`config.mk`:
```
export PLATFORM = sky130hd
export DESIGN_NAME = wb_arbiter
export DESIGN_NICKNAME = d
export VERILOG_FILES = /design/src/rtl/wb_arbiter.sv
export SDC_FILE = /design/constraint.sdc
export NUM_CORES = 1
export LEC_CHECK = 0
export CAP_MARGIN = 15
export CORE_MARGIN = 2
export CORE_UTILIZATION = 50
export CTS_BUF_LIST = sky130_fd_sc_hd__clkbuf_16
export CTS_CLUSTER_DIAMETER = 150
export DETAILED_ROUTE_END_ITERATION = 8
export PLACE_DENSITY = 0.78
export SYNTH_ARGS = -nofsm -noshare
export SYNTH_HDL_FRONTEND = slang
export SYNTH_SLANG_ARGS = --single-unit
```
`constraint.sdc`:
```
create_clock -name clk -period 6.25 [get_ports clk]
set_input_delay 1.5625 -clock clk [delete_from_list [all_inputs] [get_ports clk]]
set_output_delay 1.5625 -clock clk [all_outputs]
set_load 0.05 [all_outputs]
```
`src/rtl/wb_arbiter.sv`:
```
// Write-back arbiter for the 4-thread register file: merges unstallable pipeline
// results with FIFO-buffered accelerator returns into one registered write port.
module wb_arbiter #(
    parameter int D_WIDTH      = 64,
    parameter int FIFO_DEPTH   = 4,
    parameter int STARVE_LIMIT = 8
) (
    input  logic               clk,
    input  logic               reset_n,
    input  logic               pipe_valid,
    input  logic [4:0]         pipe_rd,
    input  logic [3:0]         pipe_thread,
    input  logic [D_WIDTH-1:0] pipe_data,
    input  logic               acc_valid,
    output logic               acc_ready,
    input  logic [4:0]         acc_rd,
    input  logic [3:0]         acc_thread,
    input  logic [D_WIDTH-1:0] acc_data,
    output logic               stall_req,
    output logic               ctrl_WB,
    output logic [4:0]         reg_wraddr,
    output logic [3:0]         thread_sel_WB,
    output logic [D_WIDTH-1:0] data_WB,
    output logic [1:0]         err
);

    localparam int AW = (FIFO_DEPTH > 1) ? $clog2(FIFO_DEPTH) : 1;
    localparam int CW = $clog2(FIFO_DEPTH + 1);
    localparam int SW = $clog2(STARVE_LIMIT + 1);

    function automatic logic is_onehot(input logic [3:0] t);
        return (t != 4'd0) && ((t & (t - 4'd1)) == 4'd0);
    endfunction

    logic [4:0]         fifo_rd     [FIFO_DEPTH];
    logic [3:0]         fifo_thread [FIFO_DEPTH];
    logic [D_WIDTH-1:0] fifo_data   [FIFO_DEPTH];
    logic [AW-1:0]      wr_ptr;
    logic [AW-1:0]      rd_ptr;
    logic [CW-1:0]      count;
    logic [SW-1:0]      starve_cnt;

    logic fifo_full;
    logic fifo_nonempty;
    logic acc_fire;
    logic push;
    logic acc_bad;
    logic pipe_live;
    logic pipe_win;
    logic pipe_bad;
    logic pipe_drop;
    logic pop;

    assign fifo_full     = (count == CW'(FIFO_DEPTH));
    assign fifo_nonempty = (count != '0);
    assign acc_ready     = !fifo_full;
    assign stall_req     = (starve_cnt == SW'(STARVE_LIMIT)) && fifo_nonempty;

    // pipe_win already excludes stall cycles, so a forced pop falls out of !pipe_win
    always_comb begin
        acc_fire  = acc_valid && acc_ready;
        push      = acc_fire && (acc_rd != 5'd0) && is_onehot(acc_thread);
        acc_bad   = acc_fire && !is_onehot(acc_thread);
        pipe_live = pipe_valid && !stall_req && (pipe_rd != 5'd0);
        pipe_win  = pipe_live && is_onehot(pipe_thread);
        pipe_bad  = pipe_live && !is_onehot(pipe_thread);
        pipe_drop = pipe_valid && stall_req;
        pop       = fifo_nonempty && !pipe_win;
    end

    always_ff @(posedge clk) begin
        if (push) begin
            fifo_rd[wr_ptr]     <= acc_rd;
            fifo_thread[wr_ptr] <= acc_thread;
            fifo_data[wr_ptr]   <= acc_data;
        end
    end

    always_ff @(posedge clk or negedge reset_n) begin
        if (!reset_n) begin
            wr_ptr     <= '0;
            rd_ptr     <= '0;
            count      <= '0;
            starve_cnt <= '0;
        end else begin
            if (push) wr_ptr <= wr_ptr + AW'(1);
            if (pop)  rd_ptr <= rd_ptr + AW'(1);
            count <= count + CW'(push) - CW'(pop);
            if (pop || !fifo_nonempty)
                starve_cnt <= '0;
            else if (pipe_win && (starve_cnt != SW'(STARVE_LIMIT)))
                starve_cnt <= starve_cnt + SW'(1);
        end
    end

    // Address, thread and data hold their last values on idle cycles
    always_ff @(posedge clk or negedge reset_n) begin
        if (!reset_n) begin
            ctrl_WB       <= 1'b0;
            reg_wraddr    <= '0;
            thread_sel_WB <= '0;
            data_WB       <= '0;
            err           <= '0;
        end else begin
            err <= err | {(acc_bad || pipe_bad), pipe_drop};
            if (pipe_win) begin
                ctrl_WB       <= 1'b1;
                reg_wraddr    <= pipe_rd;
                thread_sel_WB <= pipe_thread;
                data_WB       <= pipe_data;
            end else if (pop) begin
                ctrl_WB       <= 1'b1;
                reg_wraddr    <= fifo_rd[rd_ptr];
                thread_sel_WB <= fifo_thread[rd_ptr];
                data_WB       <= fifo_data[rd_ptr];
            end else begin
                ctrl_WB <= 1'b0;
            end
        end
    end

endmodule
```
==> flow_results.org, run 1 <==
* Implementation run

** Timing
- For the finished layout, the period the worst path requires is 4200 ps.
- Fin Hold WS :: 476 ps
- Post-route period utilization is reported as 67.2%.
- Actual slew at the worst max-slew pin :: 1130 ps
- Unrepaired setup endpoints after global routing :: no
- Final Hold Violation Tally :: 0

** Die
- In this run the core area contains 63 standard-cell rows.
- Die Span Y :: 177 um

** Pwr
- Power in sequential cells :: 3.53 mW
- Internal power component :: 5.97 mW
- The power report attributes to the sequential group a share of 39.0%.
- Peak ir drop on the vdd network :: 339 uV
- Total design power :: 9.05 mW
- Clock network power :: 2.26 mW
- Combinational-cell power consumption :: 3.26 mW

** Detailed routing
- Drt wl/cell :: 20.0 um
- Avg Vias per Cell :: 5.33
- WL met1 :: 12.7 mm

** Hold path
- The report gives the cell count of the worst hold path as 1.
- Checking hold timing, the worst path is listed with class reg -> reg.

** Synthesis
- Sorting the synthesized cells by area gives the leading types as sky130_fd_sc_hd__edfxtp_1, sky130_fd_sc_hd__dfrtp_1, sky130_fd_sc_hd__mux4_2.
- Synth async-reset ratio :: 23.0%
- The top cell type by area accounts for 58.5% of the synthesized area.
- Dominant combinational family :: multiplexers
- Fraction of the yosys area taken by sequential cells :: 73.0%
- Post-Synthesis Cells :: 850
- After synthesis the netlist holds a flip-flop and latch count of 379.
- Flip-flops with a built-in enable :: 292
- Mux area share :: 17.0%
- In this run, the synthesized area fraction spent on and/or/nand/nor cells is recorded as 6.43%.
- Yosys instantiated no cell more often than sky130_fd_sc_hd__edfxtp_1.

** Finish
- The largest registers in the layout are fifo_data (256), data_WB (64), fifo_rd (20).
- Flip-flop count of the largest register after layout :: 256
- N_diodes :: 0
- Number of logic inverters in the finished layout :: 12
- Final instance area :: 19000 um2
- Storage cell area :: 11000 um2
- Counting plain and timing-repair buffers in the layout gives 237.
- Leaving out buffers and inverters, the combinational logic in the layout accounts for 3840 um2.
- Largest register by flop count :: fifo_data
- Flip-flops :: 379

** Critical path
- The cell sequence reported for the critical path is clkdlybuf4s50_1, xor2_1, mux2i_1, a211oi_1, inv_1, ha_1, inv_1, ha_1, fa_1, xor2_1, xnor2_1.
- Reg2Reg Launch Point :: count[1]
- Crit. path cell count :: 11
- Startpoint of the worst setup timing path :: acc_thread[3]
- OpenSTA lists the critical path endpoint as count[2].

** Placement
- After detailed placement, the design holds a cell count of 1435.

** Outcome
- The flow ran to the end, and the final reports show no timing, DRC or antenna violations.

** CTS
- In this run the deepest clock path goes through 3 buffers.

** Global route
- On met3, the global router reports a usage of 4.17%.
==> run_1/met2.png <==
Scale: 3 px per um.
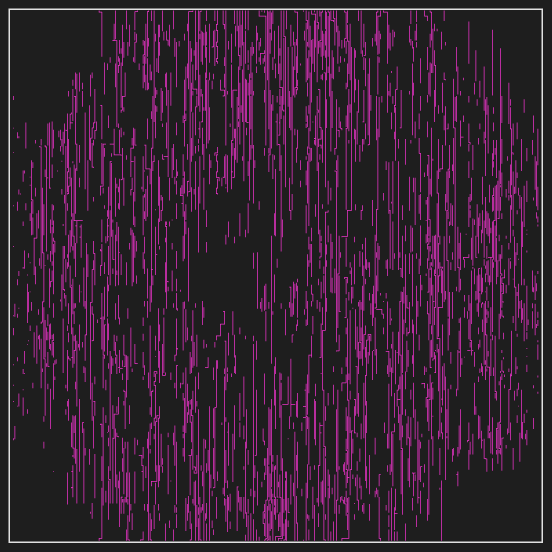
longest straight run = 56.9 um
main direction = vertical
wire length on this layer = 14800 um
share of all routed wire = 49%
nets with wire on the layer = 1095
total length of routed wires: 30.1 mm
global-route track usage on met2: 32.9%

==> run_1/met4.png <==
Scale: 2 px per um. Supply wires on this layer in grey.
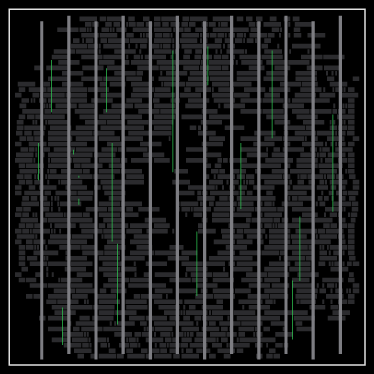
wire length on this layer = 476 um
main direction = vertical
longest straight run = 60.5 um
routed via count: 8026

==> run_1/final_congestion.png <==
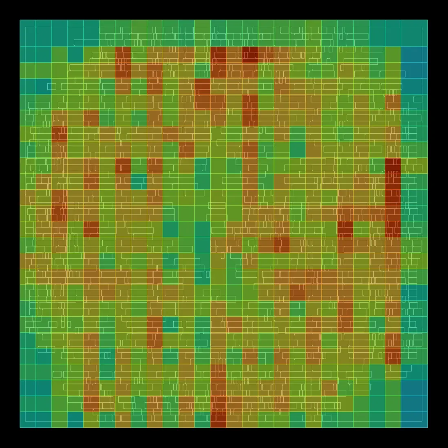
most used routing layer in global routing: met2
global-route usage over all layers: 19.7%

==> run 2, diff against run 1 <==
clock period = 4.4 ns   (was 6.25 ns; I/O delays follow)
==> run_2/met4.png <==
Scale: 2 px per um. Supply wires on this layer in grey.
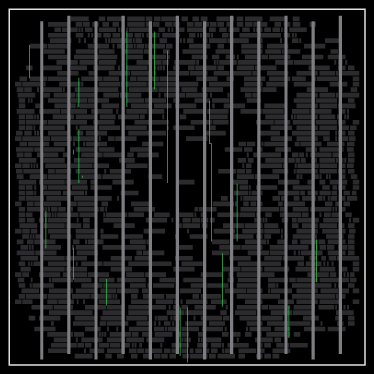
main direction = vertical
nets with wire on the layer = 10
longest straight run = 66.0 um
routed via count: 8084
total length of routed wires: 30.1 mm

==> run_2/met2.png <==
Scale: 3 px per um.
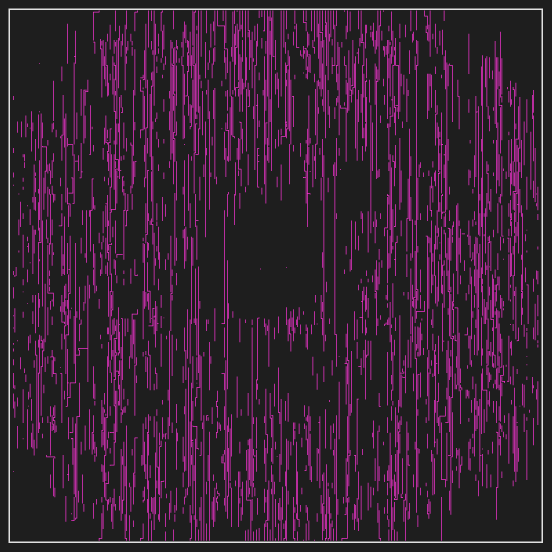
main direction = vertical
nets with wire on the layer = 1082
wire length on this layer = 15200 um
global-route track usage on met2: 33.6%

==> run 2 against run 1 <==
Compared with the run above:
- final area grew 0.37%
- first-iteration DRC count shrank 14%
- clock power grew 41%
- sequential power grew 42%
- clock-buffer cell count is the same
- register-to-register slack lost 1400 ps
- largest cell class unchanged
- worst setup slack lost 1100 ps
- largest power group unchanged
- critical path type is now reg -> out
- synthesized cell count is the same
- critical path depth shrank 6
- power grew 42%
- global-route usage is essentially flat
==> flow_results.org, run 2 <==
* Implementation run

** Synthesis
- By area the synthesized netlist is led by sky130_fd_sc_hd__edfxtp_1, sky130_fd_sc_hd__dfrtp_1, sky130_fd_sc_hd__mux4_2.
- Mux area share :: 17.0%
- Count leader, synth :: sky130_fd_sc_hd__edfxtp_1
- Fraction of the mapped netlist area in simple logic gates :: 6.43%
- By area, the combinational part of the netlist is dominated by multiplexers.
- Top cell type's share of synthesized area :: 58.5%
- Post-Synthesis Cells :: 850
- After synthesis, flip-flops and latches occupy 73.0% of the total area.

** Global route
- Global-route usage over all layers :: 19.6%
- Most used routing layer in global routing :: met2

** CTS
- Buffers from clock root to sink, at most :: 3

** Finish
- The layout report lists the multi-input gate area as 3840 um2.
- Flip-flop count of the largest register after layout :: 256
- Non-clock buffer count in the final layout :: 244
- For this run, the script counts the antenna cells in the layout as 0.
- Final instance area :: 19100 um2
- Storage cell area :: 11000 um2
- Largest registers ranked by flip-flop count :: fifo_data (256), data_WB (64), fifo_rd (20)

** Critical path
- Endpoint of the worst setup timing path :: stall_req
- In this run the worst setup path begins at starve_cnt[0].
- Crit. path cell count :: 5

** Timing
- Post-route period utilization is reported as 79.1%.
- The final timing report lists a hold violation count of 0.
- For the finished layout, the period the worst path requires is 3480 ps.
- Setup repair after global routing left no endpoint under its margin.
- The transition time recorded at the tightest slew-check pin is 1070 ps.

** Hold path
- Kind of path behind the tightest hold check :: reg -> reg
- Along the worst hold path, the cell count comes to 1.

** Die
- The die is 177 um tall.

** Detailed routing
- The script logs the ratio of routed vias to standard cells as 5.33.
- Drt wl/cell :: 19.8 um

** Outcome
- The run finished with clean final reports.

** Pwr
- Internal power component :: 8.46 mW
- The share of total power dissipated in sequential elements is 38.9%.
- Combinational cells consume a total of 4.69 mW.
- Power in sequential cells :: 5.01 mW
- Power comes to 12.9 mW.
- The clock network power reported by the tool is 3.18 mW.
==> run_2/met3.png <==
Scale: 3 px per um.
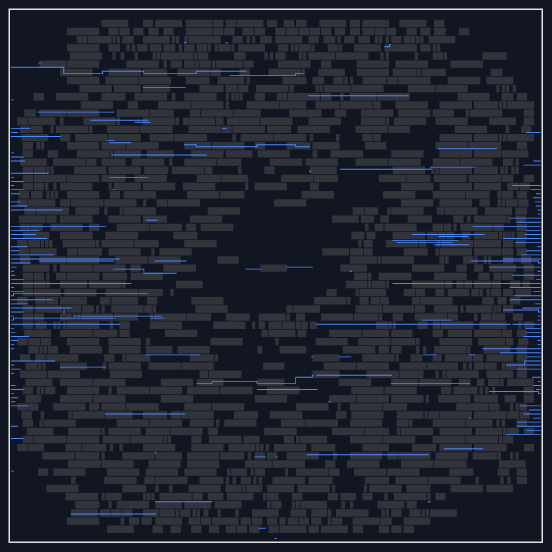
main direction = horizontal
nets with wire on the layer = 146
global-route track usage on met3: 4.34%

No activity file was given, so power comes from the tool's default toggle rates.
